--- src/rtl/uart_pkg.sv ---
// Shared constants and FSM state encoding for the UART hex command parser.
package uart_pkg;

  localparam logic [7:0] ASCII_CR   = 8'h0D;
  localparam logic [7:0] ASCII_LF   = 8'h0A;
  localparam logic [7:0] ASCII_0    = 8'h30;
  localparam logic [7:0] ASCII_9    = 8'h39;
  localparam logic [7:0] ASCII_A_UP = 8'h41;
  localparam logic [7:0] ASCII_F_UP = 8'h46;
  localparam logic [7:0] ASCII_A_LO = 8'h61;
  localparam logic [7:0] ASCII_F_LO = 8'h66;

  typedef enum logic [1:0] {
    ST_IDLE,
    ST_POP,
    ST_DECODE,
    ST_ECHO
  } parser_state_t;

endpackage

--- src/rtl/uart_hex_cmd_parser_decoder.sv ---
// hex_ascii_decoder: classifies one ASCII byte as hex digit (with nibble value),
// line terminator (CR/LF) or neither. Purely combinational.
module hex_ascii_decoder
  import uart_pkg::*;
(
  input  logic [7:0] data,
  output logic       is_digit,
  output logic       is_term,
  output logic [3:0] nib
);

  always_comb begin
    is_digit = 1'b0;
    is_term  = 1'b0;
    nib      = 4'd0;
    if (data >= ASCII_0 && data <= ASCII_9) begin
      is_digit = 1'b1;
      nib      = data[3:0];
    end else if ((data >= ASCII_A_UP && data <= ASCII_F_UP) ||
                 (data >= ASCII_A_LO && data <= ASCII_F_LO)) begin
      // 'A'/'a' have low nibble 1, so +9 maps them onto 10..15
      is_digit = 1'b1;
      nib      = data[3:0] + 4'd9;
    end else if (data == ASCII_CR || data == ASCII_LF) begin
      is_term = 1'b1;
    end
  end

endmodule

--- src/rtl/uart_hex_cmd_parser.sv ---
// Parses CR/LF-terminated ASCII hex lines popped from the UART RX FIFO into a
// right-aligned value. Define UART_PARSER_ECHO_EN to echo every byte to the TX FIFO.
module uart_hex_cmd_parser
  import uart_pkg::*;
#(
  parameter int DIGITS = 4
) (
  input  logic                  clk,
  input  logic                  rst,
  input  logic                  rx_empty,
  input  logic [7:0]            rx_pop_data,
  output logic                  rx_pop,
  input  logic                  tx_full,
  output logic                  tx_push,
  output logic [7:0]            tx_push_data,
  output logic [4*DIGITS-1:0]   o_data,
  output logic                  o_valid,
  output logic                  o_err
);

  localparam int W     = 4 * DIGITS;
  localparam int CNT_W = $clog2(DIGITS + 1);
  localparam logic [CNT_W-1:0] CNT_FULL = CNT_W'(DIGITS);

  parser_state_t      state_q, state_d;
  logic [7:0]         byte_reg;
  logic [W-1:0]       acc;
  logic [CNT_W-1:0]   cnt;
  logic               err_flag;
  logic               is_digit, is_term;
  logic [3:0]         nib;

  hex_ascii_decoder u_dec (
    .data     (byte_reg),
    .is_digit (is_digit),
    .is_term  (is_term),
    .nib      (nib)
  );

  always_ff @(posedge clk) begin
    if (!rst) state_q <= ST_IDLE;
    else      state_q <= state_d;
  end

  always_comb begin
    state_d = state_q;
    rx_pop  = 1'b0;
    case (state_q)
      ST_IDLE: begin
        if (!rx_empty) state_d = ST_POP;
      end
      ST_POP: begin
        // FIFO cannot drain behind us, but never strobe a pop into an empty FIFO
        if (!rx_empty) begin
          rx_pop  = 1'b1;
          state_d = ST_DECODE;
        end
      end
      ST_DECODE: begin
`ifdef UART_PARSER_ECHO_EN
        state_d = ST_ECHO;
`else
        state_d = ST_IDLE;
`endif
      end
      ST_ECHO: begin
`ifdef UART_PARSER_ECHO_EN
        if (!tx_full) state_d = ST_IDLE;
`else
        state_d = ST_IDLE;
`endif
      end
      default: state_d = ST_IDLE;
    endcase
  end

`ifdef UART_PARSER_ECHO_EN
  assign tx_push      = (state_q == ST_ECHO) && !tx_full;
  assign tx_push_data = byte_reg;
`else
  logic unused_tx_full;
  assign unused_tx_full = tx_full;
  assign tx_push        = 1'b0;
  assign tx_push_data   = 8'h00;
`endif

  always_ff @(posedge clk) begin
    if (!rst) begin
      byte_reg <= 8'h00;
      acc      <= '0;
      cnt      <= '0;
      err_flag <= 1'b0;
      o_data   <= '0;
      o_valid  <= 1'b0;
      o_err    <= 1'b0;
    end else begin
      o_valid <= 1'b0;
      o_err   <= 1'b0;
      if (rx_pop) byte_reg <= rx_pop_data;
      if (state_q == ST_DECODE) begin
        if (is_term) begin
          if (err_flag) begin
            o_err    <= 1'b1;
            acc      <= '0;
            cnt      <= '0;
            err_flag <= 1'b0;
          end else if (cnt != '0) begin
            o_data  <= acc;
            o_valid <= 1'b1;
            acc     <= '0;
            cnt     <= '0;
          end
        end else if (is_digit) begin
          // once a line is bad, digits are discarded until its terminator
          if (!err_flag) begin
            if (cnt < CNT_FULL) begin
              acc <= {acc[W-5:0], nib};
              cnt <= cnt + 1'b1;
            end else begin
              err_flag <= 1'b1;
            end
          end
        end else begin
          err_flag <= 1'b1;
        end
      end
    end
  end

endmodule

--- config.mk ---
export PLATFORM = sky130hd
export DESIGN_NAME = uart_hex_cmd_parser
export DESIGN_NICKNAME = d
export VERILOG_FILES = /design/src/rtl/uart_pkg.sv /design/src/rtl/uart_hex_cmd_parser_decoder.sv /design/src/rtl/uart_hex_cmd_parser.sv
export SDC_FILE = /design/constraint.sdc
export NUM_CORES = 1
export LEC_CHECK = 0
export CORE_ASPECT_RATIO = 1.75
export CORE_MARGIN = 2
export CORE_UTILIZATION = 55
export CTS_CLUSTER_DIAMETER = 100
export DETAILED_ROUTE_END_ITERATION = 6
export PLACE_DENSITY = 0.83
export SETUP_SLACK_MARGIN = 0.1
export SYNTH_ARGS = -nofsm -noshare
export SYNTH_HDL_FRONTEND = slang
export SYNTH_HIERARCHICAL = 1
export SYNTH_SLANG_ARGS = --single-unit
--- constraint.sdc ---
create_clock -name clk -period 4.8 [get_ports clk]
set_input_delay 0.72 -clock clk [delete_from_list [all_inputs] [get_ports clk]]
set_output_delay 0.72 -clock clk [all_outputs]
set_load 0.01 [all_outputs]
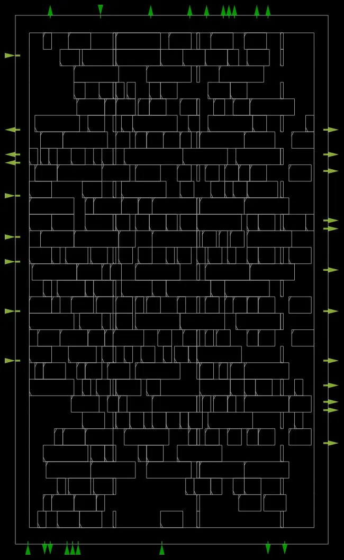
Figure 1: cell placement.
final core occ: 66.0%
flop share of the area: 38.0%
num rows: 30
Tapcell Cnt: 48
area of the core: 0.00383 mm²

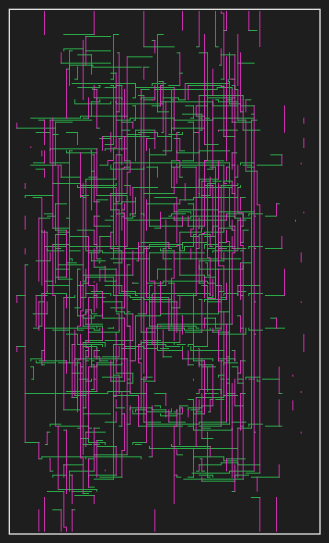
Figure 2: wiring by layer.
(6 px per µm) Only two layers are drawn.
Green marks metal 1, wire length 1650 µm. Magenta marks metal 2, wire length 2490 µm.

==> summary.txt <==
yosys + openroad results -> outcome finished, final reports clean, Non-Filler Instances 306, Logic area 0.00107 mm², DRC errors left 0, worst-margin pin slew 1.13 ns, post_cts resized 0, crit path kind in -> out, Vias 1807, Initial Util 56.8%, PD cells 279 mW/mm², Clock Tree Buf Depth 2, XOR Share, Synth 0.403%, Worst path max stage delay 0.56 ns, layout cell share with drive strength beyond 1 9.30%, most common logic cell in the routed design dfxtp_1, Late-Pin Clk Latency 0.30 ns, TritonCTS Buffers 5, die footprint 0.00449 mm², RSZ-0062 raised after global routing false, Die X 51.5 µm, Critical Path AT 2.12 ns, Final Cell Area 0.00253 mm², Distinct lib cells used 45, worst path cell trace clkdlybuf4s50_1 -> nor3b_2 -> buf_4 -> clkdlybuf4s50_1, dpl cell area 0.00244 mm², Hold Fails Final Rpt 0, critical path's slowest cell clkdlybuf4s50_1, FILL cells 334, GR Util All Layers 21.8%, hold_buf cts 0, CP required 4.08 ns, H-tree levels 2
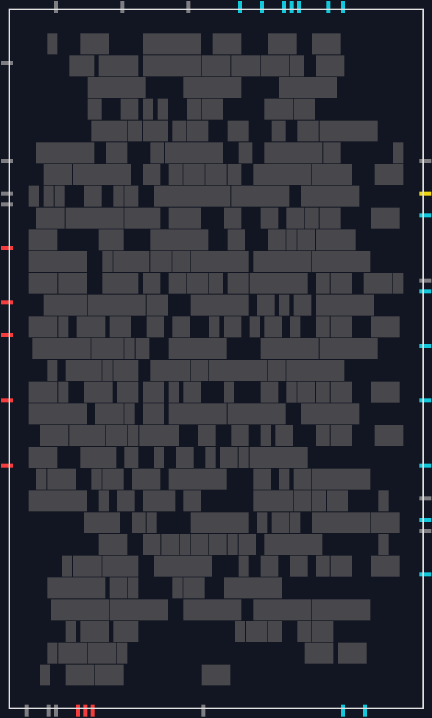
Figure 3: I/O pins on the die edge.
(8 px per µm) Pins as bars across the die edge, other pins in grey.
Red marks rx_pop_data, pins 8, direction input, edge 5 left, 3 bottom. Yellow marks o_valid, pins 1, direction output, edge right. Cyan marks o_data, pins 16, direction output, edge 7 top, 7 right, 2 bottom.
All pins by edge: 12 right, 10 top, 9 left, 9 bottom.

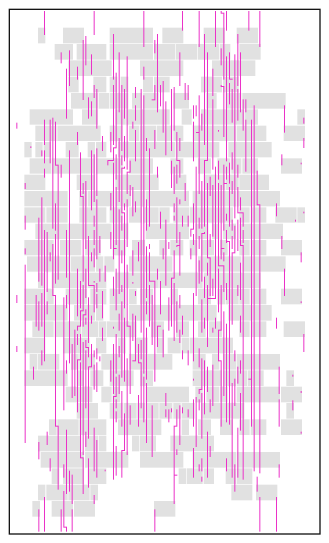
Figure 4: metal 2.
(6 px per µm)
The layer holds 56% of the routed length. The layer carries 2490 µm of wire. The wires run mostly vertical. 232 nets have wire on it.

cell type report:
class                   count  share of cell area (%)
clock buffers               6                    3.27
well taps                  48                    2.38
clock inverters             2                   0.396
repair buffers             33                    12.7
inverters                   7                    1.04
flip-flops and latches     48                    38.0
multi-input cells         162                    42.3
per-stage QoR:
| stage | hold slack [ns] | setup WS (ns) |
|---|---|---|
| finish | 0.469 | 1.96 |
| CTS | 0.473 | 1.95 |
| global placement | 0.454 | 1.86 |
| floorplan | 0.447 | 2.55 |
| detailed placement | 0.461 | 1.87 |
| global route | 0.494 | 1.88 |
routing by layer:
layer	vias to the layer above	GRT usage, %	part of all wire [%]
met4	0	12.7	3.5
met5	-	0	0
met2	39	40.1	57
met3	12	4.47	2.7
met1	865	21.7	37
li1	891	-	-
No activity file was given, so power comes from the tool's default toggle rates.
